Run 1, placement by cell class:
Fill, decap, tap and diode cells in gray.
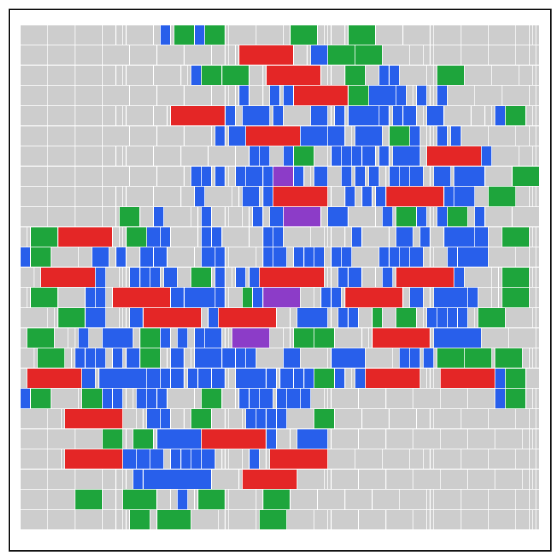
Run 1, signal metal coverage by tile:
The die is cut into 15 by 15 equal tiles; dark blue is low, red is high, scaled to the fullest tile. Values are wire area over tile area, all layers added.
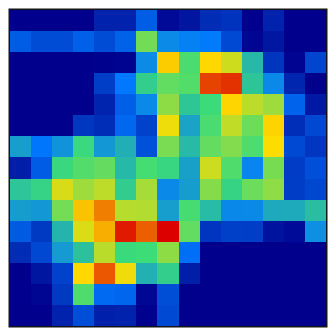
Run 1, nets reached from selected ports:
Scale bar: 20 µm.
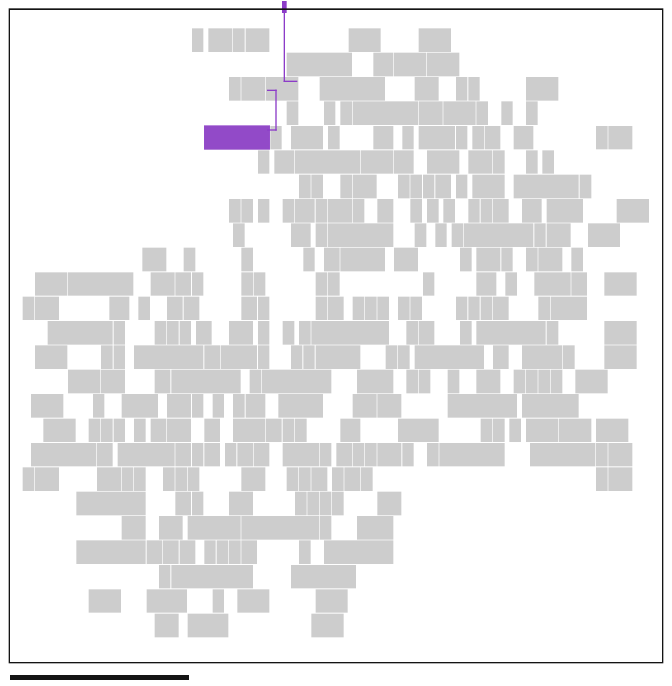
`config.mk`:
```
export PLATFORM = sky130hd
export DESIGN_NAME = vga_scan_gen_flat
export DESIGN_NICKNAME = d
export VERILOG_FILES = /design/src/rtl/vga_scan_gen_pkg.sv /design/src/rtl/vga_scan_gen_if.sv /design/src/rtl/vga_scan_gen_scan_counter.sv /design/src/rtl/vga_scan_gen.sv /design/src/flat_wrapper.sv
export SDC_FILE = /design/constraint.sdc
export NUM_CORES = 1
export LEC_CHECK = 0
export ABC_AREA = 1
export CAP_MARGIN = 20
export CORE_UTILIZATION = 30
export DETAILED_ROUTE_END_ITERATION = 6
export GPL_TIMING_DRIVEN = 0
export SETUP_SLACK_MARGIN = 0.1
export SYNTH_ARGS = -nofsm -noshare
export SYNTH_HDL_FRONTEND = slang
export SYNTH_HIERARCHICAL = 1
export SYNTH_SLANG_ARGS = --single-unit
```
`constraint.sdc`:
```
create_clock -name clk -period 2 [get_ports clk]
set_input_delay 0.6 -clock clk [delete_from_list [all_inputs] [get_ports clk]]
set_output_delay 0.6 -clock clk [all_outputs]
set_load 0.01 [all_outputs]
```
`src/rtl/vga_scan_gen_pkg.sv`:
```
// Default 640x480@60 raster timing constants shared by the scan generator,
// its counters and the bus interface.
package vga_timing_pkg;

  localparam int CNT_W   = 10;
  localparam int FRAME_W = 8;

  localparam int H_DISPLAY_DEF = 640;
  localparam int H_FRONT_DEF   = 16;
  localparam int H_SYNC_DEF    = 96;
  localparam int H_BACK_DEF    = 48;
  localparam int V_DISPLAY_DEF = 480;
  localparam int V_FRONT_DEF   = 10;
  localparam int V_SYNC_DEF    = 2;
  localparam int V_BACK_DEF    = 33;

  localparam int H_TOTAL_DEF = H_DISPLAY_DEF + H_FRONT_DEF + H_SYNC_DEF + H_BACK_DEF;
  localparam int V_TOTAL_DEF = V_DISPLAY_DEF + V_FRONT_DEF + V_SYNC_DEF + V_BACK_DEF;

  localparam int H_SYNC_START_DEF = H_DISPLAY_DEF + H_FRONT_DEF;
  localparam int H_SYNC_END_DEF   = H_SYNC_START_DEF + H_SYNC_DEF - 1;
  localparam int V_SYNC_START_DEF = V_DISPLAY_DEF + V_FRONT_DEF;
  localparam int V_SYNC_END_DEF   = V_SYNC_START_DEF + V_SYNC_DEF - 1;

  // Sync polarity value: the active level of hsync/vsync.
  localparam logic SYNC_ACTIVE_LOW = 1'b0;

  typedef logic [CNT_W-1:0]   coord_t;
  typedef logic [FRAME_W-1:0] frame_t;

  function automatic logic in_window(coord_t v, coord_t lo, coord_t hi);
    return (v >= lo) && (v <= hi);
  endfunction

endpackage

```
`src/rtl/vga_scan_gen_if.sv`:
```
// Raster bus: pixel enable in, coordinates / syncs / strobes out.
// master = timing generator, slave = overlay or colour-mux consumer.
interface vga_scan_gen_if;
  import vga_timing_pkg::*;

  logic   pix_en;
  coord_t x;
  coord_t y;
  logic   hsync;
  logic   vsync;
  logic   display_on;
  logic   line_start;
  logic   frame_start;
  frame_t frame_cnt;

  modport master (
    input  pix_en,
    output x, y, hsync, vsync, display_on, line_start, frame_start, frame_cnt
  );

  modport slave (
    output pix_en,
    input  x, y, hsync, vsync, display_on, line_start, frame_start, frame_cnt
  );
endinterface

```
`src/rtl/vga_scan_gen_scan_counter.sv`:
```
// Modulo-N up counter with enable; exposes its next value so downstream
// decode can be registered in lockstep with the count.
module scan_counter #(
  parameter int N = 800,
  parameter int W = 10
) (
  input  logic         clk,
  input  logic         rst,
  input  logic         en,
  output logic [W-1:0] cnt,
  output logic [W-1:0] cnt_nxt,
  output logic         wrap
);
  localparam logic [W-1:0] LAST = W'(N - 1);

  always_comb begin
    wrap    = en && (cnt == LAST);
    cnt_nxt = cnt;
    if (en) cnt_nxt = wrap ? '0 : cnt + W'(1);
  end

  always_ff @(posedge clk) begin
    if (rst) cnt <= '0;
    else     cnt <= cnt_nxt;
  end
endmodule

```
`src/rtl/vga_scan_gen.sv`:
```
// Raster timing generator: x/y scan, syncs, display window and line/frame strobes.
// Optional frame counter enabled by defining VGA_FRAME_CNT_EN.
module vga_scan_gen
  import vga_timing_pkg::*;
#(
  parameter int   H_DISPLAY = H_DISPLAY_DEF,
  parameter int   H_FRONT   = H_FRONT_DEF,
  parameter int   H_SYNC    = H_SYNC_DEF,
  parameter int   H_BACK    = H_BACK_DEF,
  parameter int   V_DISPLAY = V_DISPLAY_DEF,
  parameter int   V_FRONT   = V_FRONT_DEF,
  parameter int   V_SYNC    = V_SYNC_DEF,
  parameter int   V_BACK    = V_BACK_DEF,
  parameter logic SYNC_POL  = SYNC_ACTIVE_LOW
) (
  input logic            clk,
  input logic            rst,
  vga_scan_gen_if.master bus
);
  localparam int H_TOTAL = H_DISPLAY + H_FRONT + H_SYNC + H_BACK;
  localparam int V_TOTAL = V_DISPLAY + V_FRONT + V_SYNC + V_BACK;

  localparam coord_t H_DISP_C = coord_t'(H_DISPLAY);
  localparam coord_t V_DISP_C = coord_t'(V_DISPLAY);
  localparam coord_t HS_LO    = coord_t'(H_DISPLAY + H_FRONT);
  localparam coord_t HS_HI    = coord_t'(H_DISPLAY + H_FRONT + H_SYNC - 1);
  localparam coord_t VS_LO    = coord_t'(V_DISPLAY + V_FRONT);
  localparam coord_t VS_HI    = coord_t'(V_DISPLAY + V_FRONT + V_SYNC - 1);

  coord_t h_cnt, h_nxt, v_cnt, v_nxt;
  logic   h_wrap, v_wrap, v_en;
  logic   hsync_q, vsync_q, de_q, line_q, frame_q;

  assign v_en = bus.pix_en & h_wrap;

  scan_counter #(.N(H_TOTAL), .W(CNT_W)) u_h (
    .clk(clk), .rst(rst), .en(bus.pix_en),
    .cnt(h_cnt), .cnt_nxt(h_nxt), .wrap(h_wrap)
  );

  scan_counter #(.N(V_TOTAL), .W(CNT_W)) u_v (
    .clk(clk), .rst(rst), .en(v_en),
    .cnt(v_cnt), .cnt_nxt(v_nxt), .wrap(v_wrap)
  );

  // Decode from the next-state counters so the registered flags line up
  // with the registered x/y; with pix_en low next==current, so they hold.
  always_ff @(posedge clk) begin
    if (rst) begin
      hsync_q <= ~SYNC_POL;
      vsync_q <= ~SYNC_POL;
      de_q    <= 1'b1;
      line_q  <= 1'b0;
      frame_q <= 1'b0;
    end else begin
      hsync_q <= in_window(h_nxt, HS_LO, HS_HI) ? SYNC_POL : ~SYNC_POL;
      vsync_q <= in_window(v_nxt, VS_LO, VS_HI) ? SYNC_POL : ~SYNC_POL;
      de_q    <= (h_nxt < H_DISP_C) && (v_nxt < V_DISP_C);
      line_q  <= h_wrap;
      frame_q <= v_wrap;
    end
  end

  assign bus.x           = h_cnt;
  assign bus.y           = v_cnt;
  assign bus.hsync       = hsync_q;
  assign bus.vsync       = vsync_q;
  assign bus.display_on  = de_q;
  assign bus.line_start  = line_q;
  assign bus.frame_start = frame_q;

`ifdef VGA_FRAME_CNT_EN
  frame_t fcnt_q;

  // Steps on the same edge that raises frame_start, so both appear together.
  always_ff @(posedge clk) begin
    if (rst)         fcnt_q <= '0;
    else if (v_wrap) fcnt_q <= fcnt_q + 8'd1;
  end

  assign bus.frame_cnt = fcnt_q;
`else
  assign bus.frame_cnt = '0;
`endif

endmodule
```
`src/flat_wrapper.sv`:
```
// flat-port wrapper written by rule: the top's interface ports become plain ports
module vga_scan_gen_flat import vga_timing_pkg::*;
#(
  parameter int   H_DISPLAY = H_DISPLAY_DEF,
  parameter int   H_FRONT   = H_FRONT_DEF,
  parameter int   H_SYNC    = H_SYNC_DEF,
  parameter int   H_BACK    = H_BACK_DEF,
  parameter int   V_DISPLAY = V_DISPLAY_DEF,
  parameter int   V_FRONT   = V_FRONT_DEF,
  parameter int   V_SYNC    = V_SYNC_DEF,
  parameter int   V_BACK    = V_BACK_DEF,
  parameter logic SYNC_POL  = SYNC_ACTIVE_LOW
)
  (clk, rst, bus_pix_en, bus_x, bus_y, bus_hsync, bus_vsync, bus_display_on, bus_line_start, bus_frame_start, bus_frame_cnt);
  vga_scan_gen_if bus_i ();
  input logic clk;
  input logic rst;
  input wire logic [$bits(bus_i.pix_en)-1:0] bus_pix_en;
  output wire logic [$bits(bus_i.x)-1:0] bus_x;
  output wire logic [$bits(bus_i.y)-1:0] bus_y;
  output wire logic [$bits(bus_i.hsync)-1:0] bus_hsync;
  output wire logic [$bits(bus_i.vsync)-1:0] bus_vsync;
  output wire logic [$bits(bus_i.display_on)-1:0] bus_display_on;
  output wire logic [$bits(bus_i.line_start)-1:0] bus_line_start;
  output wire logic [$bits(bus_i.frame_start)-1:0] bus_frame_start;
  output wire logic [$bits(bus_i.frame_cnt)-1:0] bus_frame_cnt;
  assign bus_i.pix_en = bus_pix_en;
  assign bus_x = bus_i.x;
  assign bus_y = bus_i.y;
  assign bus_hsync = bus_i.hsync;
  assign bus_vsync = bus_i.vsync;
  assign bus_display_on = bus_i.display_on;
  assign bus_line_start = bus_i.line_start;
  assign bus_frame_start = bus_i.frame_start;
  assign bus_frame_cnt = bus_i.frame_cnt;
  vga_scan_gen #(.H_DISPLAY(H_DISPLAY), .H_FRONT(H_FRONT), .H_SYNC(H_SYNC), .H_BACK(H_BACK), .V_DISPLAY(V_DISPLAY), .V_FRONT(V_FRONT), .V_SYNC(V_SYNC), .V_BACK(V_BACK), .SYNC_POL(SYNC_POL)) u_core (.clk(clk), .rst(rst), .bus(bus_i));
endmodule
```
==> flow_results.xml, run 1 <==
<?xml version="1.0" encoding="UTF-8"?>
<metrics>
  <group name="detailed_routing">
    <metric name="1st_pass_router_iterations" unit="">5</metric>
  </group>
  <group name="cells_and_area">
    <metric name="comb_area" unit="µm²">868</metric>
    <metric name="cell_area_after_layout" unit="µm²">2210</metric>
    <metric name="sequential_cell_area" unit="µm²">520</metric>
    <metric name="num_antenna_cells" unit="">0</metric>
    <metric name="number_of_filler_cells_placed_in_the_layout" unit="">493</metric>
    <metric name="final_common_cell" unit="">sky130_fd_sc_hd__nand2_1</metric>
  </group>
  <group name="placement">
    <metric name="io_buffer_count" unit="">27</metric>
    <metric name="placement.cell_area" unit="µm²">1910</metric>
    <metric name="gpl.final_weighted_congestion" unit="">0.802</metric>
  </group>
  <group name="sta">
    <metric name="finalHoldViolations" unit="">0</metric>
    <metric name="finalSetupTns" unit="ps">0</metric>
    <metric name="final_max_slew_viol_count" unit="">0</metric>
    <metric name="unrepaired_setup_endpoints_after_global_routing" unit="">true</metric>
    <metric name="final-setup-viol-count" unit="">0</metric>
  </group>
  <group name="clocking">
    <metric name="cts_made_buffers" unit="">3</metric>
    <metric name="numClockSinks" unit="">25</metric>
    <metric name="clockRootBuffer" unit="">sky130_fd_sc_hd__clkbuf_8</metric>
    <metric name="cts_tree" unit="">yes</metric>
    <metric name="cts-htree-levels" unit="">1</metric>
    <metric name="clk_latency" unit="ps">270</metric>
  </group>
  <group name="global_route">
    <metric name="antenna_found_initial" unit="">0</metric>
    <metric name="grt_start_max_net_pins" unit="">16</metric>
    <metric name="met2_usage" unit="%">23.5</metric>
    <metric name="met1_usage" unit="%">18.8</metric>
    <metric name="grt.busiest_layer" unit="">met2</metric>
    <metric name="grt_pass1_vias" unit="">1340</metric>
  </group>
  <group name="worst_setup_path">
    <metric name="start_kind" unit="">flip-flop</metric>
    <metric name="crit_path_end_kind" unit="">flip-flop</metric>
    <metric name="critPathSlowestCell" unit="">sky130_fd_sc_hd__dfxtp_4</metric>
    <metric name="critical_path.n_buffers_inverters" unit="">3</metric>
    <metric name="r2r-start" unit="">u_core/u_h/cnt[0]$_SDFF_PP0_</metric>
    <metric name="critical_path.top_delay_family" unit="">simple AND/OR/NAND/NOR gates</metric>
    <metric name="worst_path_cell_chain" unit="">ha_4, nand3_4, nor2_4, nand2_4, inv_4, nand2_4, inv_8, nand2_4, nor2_4, nand2_2, o21bai_2, nand2_1, inv_2, nand2_2, nor2_1, nand2_1, nand2_1, nand2_1</metric>
  </group>
  <group name="power">
    <metric name="total_leakage_power" unit="nW">1.09</metric>
    <metric name="power" unit="W">0.000872</metric>
  </group>
  <group name="synthesis">
    <metric name="synth_warnings" unit="">6</metric>
    <metric name="post_synth_instance_area" unit="µm²">1500</metric>
  </group>
  <group name="outcome">
    <metric name="outcome" unit="">finished, final reports clean</metric>
  </group>
  <group name="job">
    <metric name="drv_cap" unit="">0</metric>
  </group>
</metrics>
Notes on 'placement by cell class' above:
red -> flops  # cells 25
purple -> clock drivers and dummy loads  # cells 4
green -> other buffers and delay cells  # cells 58
blue -> all other logic  # cells 210

Notes on 'signal metal coverage by tile' above:
fullest tile = 0.39
tiles over half the peak = 24%
nearly empty tiles = 28%
densest ninth of the die = center
mean over tiles = 0.11
emptiest ninth of the die = south-east

Notes on 'nets reached from selected ports' above:
purple -> bus_display_on  # direction output, edge north, end cells 1, buffers 1, wire 15.3 µm

## run 1: area by class of cell
| cell class | instances | area share (%) |
|---|---|---|
| buffer | 10 | 3.06 |
| clock buffer | 3 | 1.87 |
| clock inverter | 1 | 0.340 |
| inverter | 47 | 8.45 |
| multi-input combinational | 163 | 39.4 |
| sequential | 25 | 23.6 |
| tap | 67 | 3.80 |
| timing repair buffer | 48 | 19.5 |
## run 1: registers in the layout, indices dropped and copies added (netlist names)
| signal | cells |
|---|---|
| u_core/u_h/cnt | 10 |
| u_core/u_v/cnt | 10 |
| u_core/bus.display_on | 1 |
| u_core/bus.frame_start | 1 |
| u_core/bus.hsync | 1 |
| u_core/bus.line_start | 1 |
| u_core/bus.vsync | 1 |
## run 1: layer usage
layer	part of all wire, %	vias up
met3	4.4	2
li1	-	829
met4	0.92	0
met2	49	28
met5	0	-
met1	46	707
## run 1: power breakdown
| group | internal [W] | switching (W) | total (W) |
|---|---|---|---|
| registers | 0.000499 | 0.00000352 | 0.000502 |
| logic | 0.0000276 | 0.0000325 | 0.0000601 |
| clock network | 0.000141 | 0.000169 | 0.000310 |
| total | 0.000668 | 0.000205 | 0.000872 |
## run 1: per-stage QoR
stage          instances  hold slack (ps)
4_1_cts              352              561
3_3_place_gp         339              494
3_5_place_dp         339              500
5_1_grt              364              559
6_report             364              530
2_1_floorplan        245              499
## run 1: timing repair
item                                    4_1_cts  5_1_grt
endpoints found under the hold margin         0        0
gates resized                                16       28
pin swaps                                    14       19
setup buffers                                 9       12
endpoints found under the setup margin       17       12
==> run 2: changes to the inputs <==
Settings changed: RECOVER_POWER from default to 50.
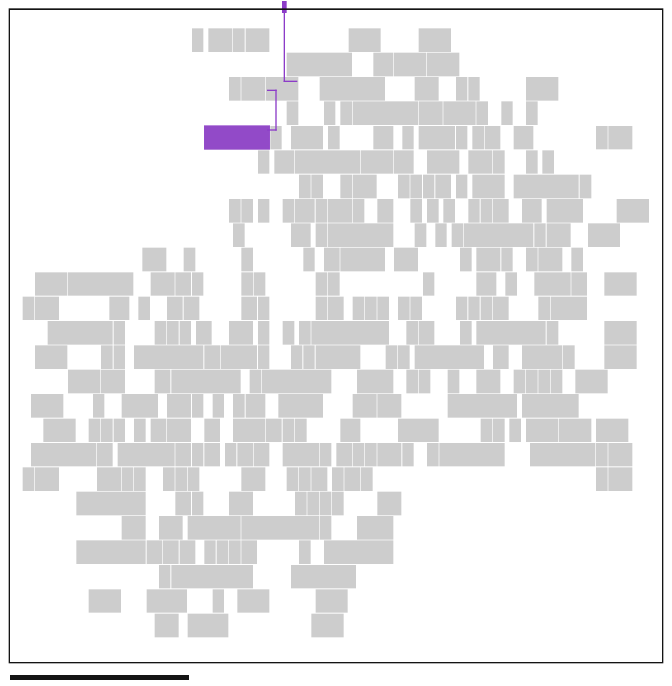
Run 2: nets reached from selected ports
Scale bar: 20 µm.
purple -> bus_display_on  # direction output, edge north, end cells 1, buffers 1, wire 15.3 µm

==> run 2 against run 1 <==
Against the previous run: fmax unchanged; design area stayed put; critical path type unchanged; utilization unchanged; largest cell class unchanged; sequential share of layout area unchanged; total power did not move; largest power group unchanged; synthesized cell count stayed put.
==> flow_results.xml, run 2 <==
<?xml version="1.0" encoding="UTF-8"?>
<metrics>
  <group name="outcome">
    <metric name="outcome" unit="">finished, final reports clean</metric>
  </group>
  <group name="cells_and_area">
    <metric name="buffers_excl_clock" unit="">58</metric>
    <metric name="comb_area" unit="µm²">868</metric>
    <metric name="num_antenna_cells" unit="">0</metric>
    <metric name="final.clkbuf_count" unit="">3</metric>
    <metric name="sequential_cell_area" unit="µm²">520</metric>
    <metric name="reg_top3" unit="">u_core/u_h/cnt: 10 flops, u_core/u_v/cnt: 10 flops</metric>
    <metric name="clkCellAreaFrac" unit="%">2.21</metric>
    <metric name="cell_class_with_the_largest_area_share" unit="">combinational gates</metric>
    <metric name="num-multi-input-gates" unit="">163</metric>
    <metric name="final_cells" unit="">364</metric>
    <metric name="inv_count" unit="">47</metric>
    <metric name="cell_area_after_layout" unit="µm²">2210</metric>
  </group>
  <group name="synthesis">
    <metric name="post_synth_instance_area" unit="µm²">1500</metric>
  </group>
  <group name="worst_setup_path">
    <metric name="crit_path_end_kind" unit="">flip-flop</metric>
    <metric name="r2r-start" unit="">u_core/u_h/cnt[0]$_SDFF_PP0_</metric>
    <metric name="critPathSlowestCell" unit="">sky130_fd_sc_hd__dfxtp_4</metric>
  </group>
  <group name="detailed_routing">
    <metric name="1st_pass_router_iterations" unit="">5</metric>
    <metric name="wl_met3" unit="µm">160</metric>
    <metric name="dr_wl_met2" unit="µm">1760</metric>
    <metric name="wl_met1" unit="µm">1640</metric>
  </group>
  <group name="sta">
    <metric name="final-setup-viol-count" unit="">0</metric>
    <metric name="finalHoldViolations" unit="">0</metric>
    <metric name="unrepaired_setup_endpoints_after_global_routing" unit="">true</metric>
  </group>
  <group name="clocking">
    <metric name="cts_tree" unit="">yes</metric>
    <metric name="numClockSinks" unit="">25</metric>
    <metric name="clk_latency" unit="ps">270</metric>
    <metric name="cts-htree-levels" unit="">1</metric>
    <metric name="clockRootBuffer" unit="">sky130_fd_sc_hd__clkbuf_8</metric>
  </group>
  <group name="global_route">
    <metric name="grt_start_max_net_pins" unit="">16</metric>
  </group>
  <group name="power">
    <metric name="total_leakage_power" unit="nW">1.09</metric>
  </group>
  <group name="floorplan">
    <metric name="inserted_tap_cell_count" unit="">67</metric>
  </group>
  <group name="placement">
    <metric name="placement.cell_area" unit="µm²">1910</metric>
  </group>
</metrics>
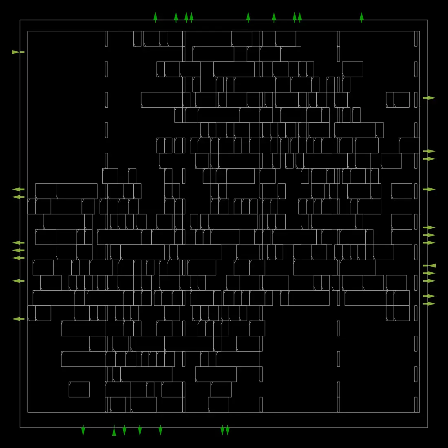
Run 2: placed standard cells
number of flip-flops and latches: 25
number of placement rows: 25

run 2: worst max path at each step:
stage                                            start                               end  depth (start not counted)
after CTS                 u_core/u_h/cnt[1]$_SDFF_PP0_       u_core/bus.vsync$_SDFF_PP1_                         16
after global routing      u_core/u_h/cnt[0]$_SDFF_PP0_  u_core/bus.display_on$_SDFF_PP1_                         18
after floorplan                             bus_pix_en  u_core/bus.display_on$_SDFF_PP1_                         17
after global placement                      bus_pix_en       u_core/bus.vsync$_SDFF_PP1_                         16
after detailed placement                    bus_pix_en       u_core/bus.vsync$_SDFF_PP1_                         16
final                     u_core/u_h/cnt[0]$_SDFF_PP0_  u_core/bus.display_on$_SDFF_PP1_                         18
run 2: power breakdown:
group | total, W | switching, W | internal, W | leakage [nW]
combinational | 0.0000601 | 0.0000325 | 0.0000276 | 0.864
sequential | 0.000502 | 0.00000352 | 0.000499 | 0.208
clock | 0.000310 | 0.000169 | 0.000141 | 0.0217
total | 0.000872 | 0.000205 | 0.000668 | 1.09
run 2: what timing repair did:
action / 4_1_cts / 5_1_grt
gates resized: 16 / 28
setup endpoints to repair: 17 / 12
setup buffers: 9 / 12
pin swaps: 14 / 19
run 2: through the flow:
| stage | setup TNS, ps | total power [W] | hold slack [ps] |
|---|---|---|---|
| final | 0 | 0.000872 | 530 |
| after global routing | -229 | 0.000921 | 559 |
| after CTS | -38.4 | 0.000891 | 561 |
| after detailed placement | -9200 | 0.000571 | 500 |
| after global placement | -9110 | 0.000570 | 494 |
| after floorplan | 0 | 0.000552 | 499 |
run 2: tightest hold or removal path, cell delays in order (launching register included):
cell and delay, ps:
sky130_fd_sc_hd__dfxtp_2 350, sky130_fd_sc_hd__nand2_1 80, sky130_fd_sc_hd__a21oi_1 60
Run 2, signal metal coverage by tile:
The die is cut into 15 by 15 equal tiles; dark blue is low, red is high, scaled to the fullest tile. Values are wire area over tile area, all layers added.
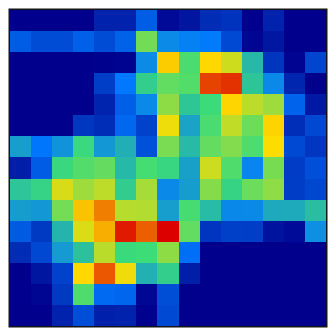

==> run 3: changes to the inputs <==
Settings changed: SKIP_CTS_REPAIR_TIMING from default to 1.
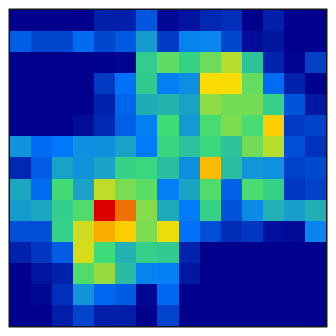
Run 3: signal metal coverage by tile
The die is cut into 15 by 15 equal tiles; dark blue is low, red is high, scaled to the fullest tile. Values are wire area over tile area, all layers added.
densest ninth of the die = center
mean over tiles = 0.10
nearly empty tiles = 28%
fullest tile = 0.43
emptiest ninth of the die = south-east
tiles over half the peak = 16%
routed via count: 1474
average routed wire per standard cell: 9.70 µm
overall fraction of global-route tracks in use: 13.5%
aggregate routed wire length: 3410 µm

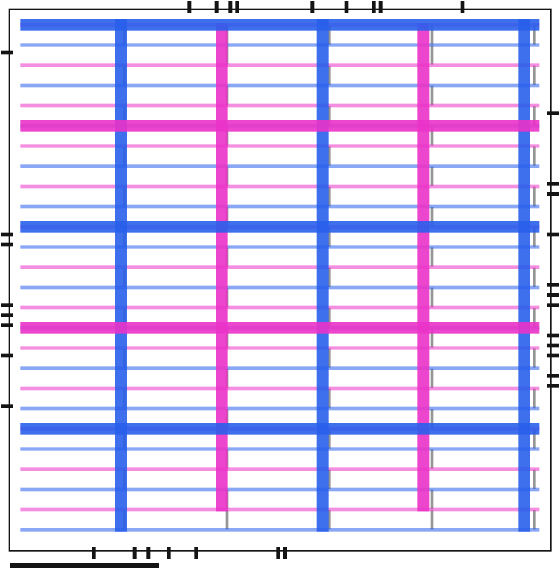
Run 3: PDN straps and rails
Scale bar: 20 µm. Pins as bars on the die edge. Tap cells in gray.
blue -> VSS
magenta -> VDD
met5 straps = 5
tap cells = 67
met4 straps = 5
rows = 25
CORE AREA: 4750 µm²
worst IR drop on VDD: 0.202 mV
floorplan die height: 72.7 µm

==> run 3 against run 2 <==
Against the previous run: the flow now finishes with violations (setup timing); sequential power is essentially flat; first-iteration DRC count grew 25%; hold slack gained 2.7 ps; combinational power shrank 7.0%; global-route usage shrank 0.64 points; die area is the same; largest power group unchanged; highest routed layer unchanged; wire length shrank 5.2%; utilization shrank 2.8 points; sequential cell count is the same; synthesized cell count is the same.
==> flow_results.xml, run 3 <==
<?xml version="1.0" encoding="UTF-8"?>
<metrics>
  <group name="cells_and_area">
    <metric name="cell_class_with_the_largest_area_share" unit="">combinational gates</metric>
    <metric name="clkCellAreaFrac" unit="%">2.35</metric>
    <metric name="sequential_cell_area" unit="µm²">523</metric>
    <metric name="buffers_excl_clock" unit="">46</metric>
    <metric name="n_sequential_cell" unit="">25</metric>
    <metric name="reg_top3" unit="">u_core/u_h/cnt: 10 flops, u_core/u_v/cnt: 10 flops</metric>
    <metric name="inv_count" unit="">47</metric>
    <metric name="final_cells" unit="">352</metric>
    <metric name="final.clkbuf_count" unit="">3</metric>
  </group>
  <group name="sta">
    <metric name="final-setup-viol-count" unit="">2</metric>
    <metric name="finalHoldViolations" unit="">0</metric>
    <metric name="fin_worst_hold_slack" unit="ps">533</metric>
    <metric name="timing.final.ws_setup" unit="ps">-105</metric>
  </group>
  <group name="placement">
    <metric name="pre_cts_ws" unit="ps">-974</metric>
    <metric name="io_buffer_count" unit="">27</metric>
    <metric name="placement.cell_area" unit="µm²">1910</metric>
  </group>
  <group name="clocking">
    <metric name="numClockSinks" unit="">25</metric>
    <metric name="cts-htree-levels" unit="">1</metric>
    <metric name="clk_latency" unit="ps">270</metric>
    <metric name="cts_tree" unit="">yes</metric>
  </group>
  <group name="detailed_routing">
    <metric name="antenna_left" unit="">0</metric>
    <metric name="1st_pass_router_iterations" unit="">4</metric>
  </group>
  <group name="power">
    <metric name="total_leakage_power" unit="nW">0.995</metric>
    <metric name="power" unit="W">0.000873</metric>
  </group>
  <group name="outcome">
    <metric name="outcome" unit="">finished with violations</metric>
    <metric name="failed_checks" unit="">setup timing</metric>
  </group>
  <group name="floorplan">
    <metric name="inserted_tap_cell_count" unit="">67</metric>
  </group>
  <group name="synthesis">
    <metric name="post_synth_instance_area" unit="µm²">1500</metric>
  </group>
  <group name="worst_setup_path">
    <metric name="crit_path_start" unit="">bus_pix_en</metric>
    <metric name="cp-endpoint" unit="">u_core/bus.vsync$_SDFF_PP1_</metric>
    <metric name="r2r-start" unit="">u_core/u_h/cnt[1]$_SDFF_PP0_</metric>
  </group>
</metrics>
-- run 3: netlist changes by cell type in the layout (fill, tap and decap cells not counted), sizes merged --
| cell | before | now |
|---|---|---|
| buf | 32 | 19 |
| clkbuf | 3 | 4 |
| clkdlybuf4s50 | 24 | 25 |
| clkinv | 0 | 1 |
| dlymetal6s2s | 2 | 1 |
| inv | 47 | 46 |
-- run 3: worst min path at each step --
stage	start	endpoint	depth (start not counted)
after floorplan	u_core/u_h/cnt[1]$_SDFF_PP0_	u_core/u_h/cnt[1]$_SDFF_PP0_	2
after global placement	u_core/u_h/cnt[1]$_SDFF_PP0_	u_core/u_h/cnt[1]$_SDFF_PP0_	2
after detailed placement	u_core/u_h/cnt[1]$_SDFF_PP0_	u_core/u_h/cnt[1]$_SDFF_PP0_	2
after CTS	u_core/u_h/cnt[1]$_SDFF_PP0_	u_core/u_h/cnt[1]$_SDFF_PP0_	2
after global routing	u_core/u_h/cnt[1]$_SDFF_PP0_	u_core/u_h/cnt[1]$_SDFF_PP0_	2
final	u_core/u_v/cnt[1]$_SDFF_PP0_	u_core/u_v/cnt[1]$_SDFF_PP0_	2
-- run 3: report_power, final --
group / internal, W / switching [W] / leakage [nW]
registers: 0.000498 / 0.00000403 / 0.209
logic: 0.0000250 / 0.0000310 / 0.765
clock network: 0.000141 / 0.000173 / 0.0217
-- run 3: per-layer routing --
metal  vias to the layer above  track usage, %  wire (µm)
met3                         2            2.35        134
met4                         0            4.58         20
met2                        24            21.9       1600
li1                        800               -          -
met5                         -               0          0
met1                       648            18.2       1660
Power is estimated from default activity; no workload was simulated.
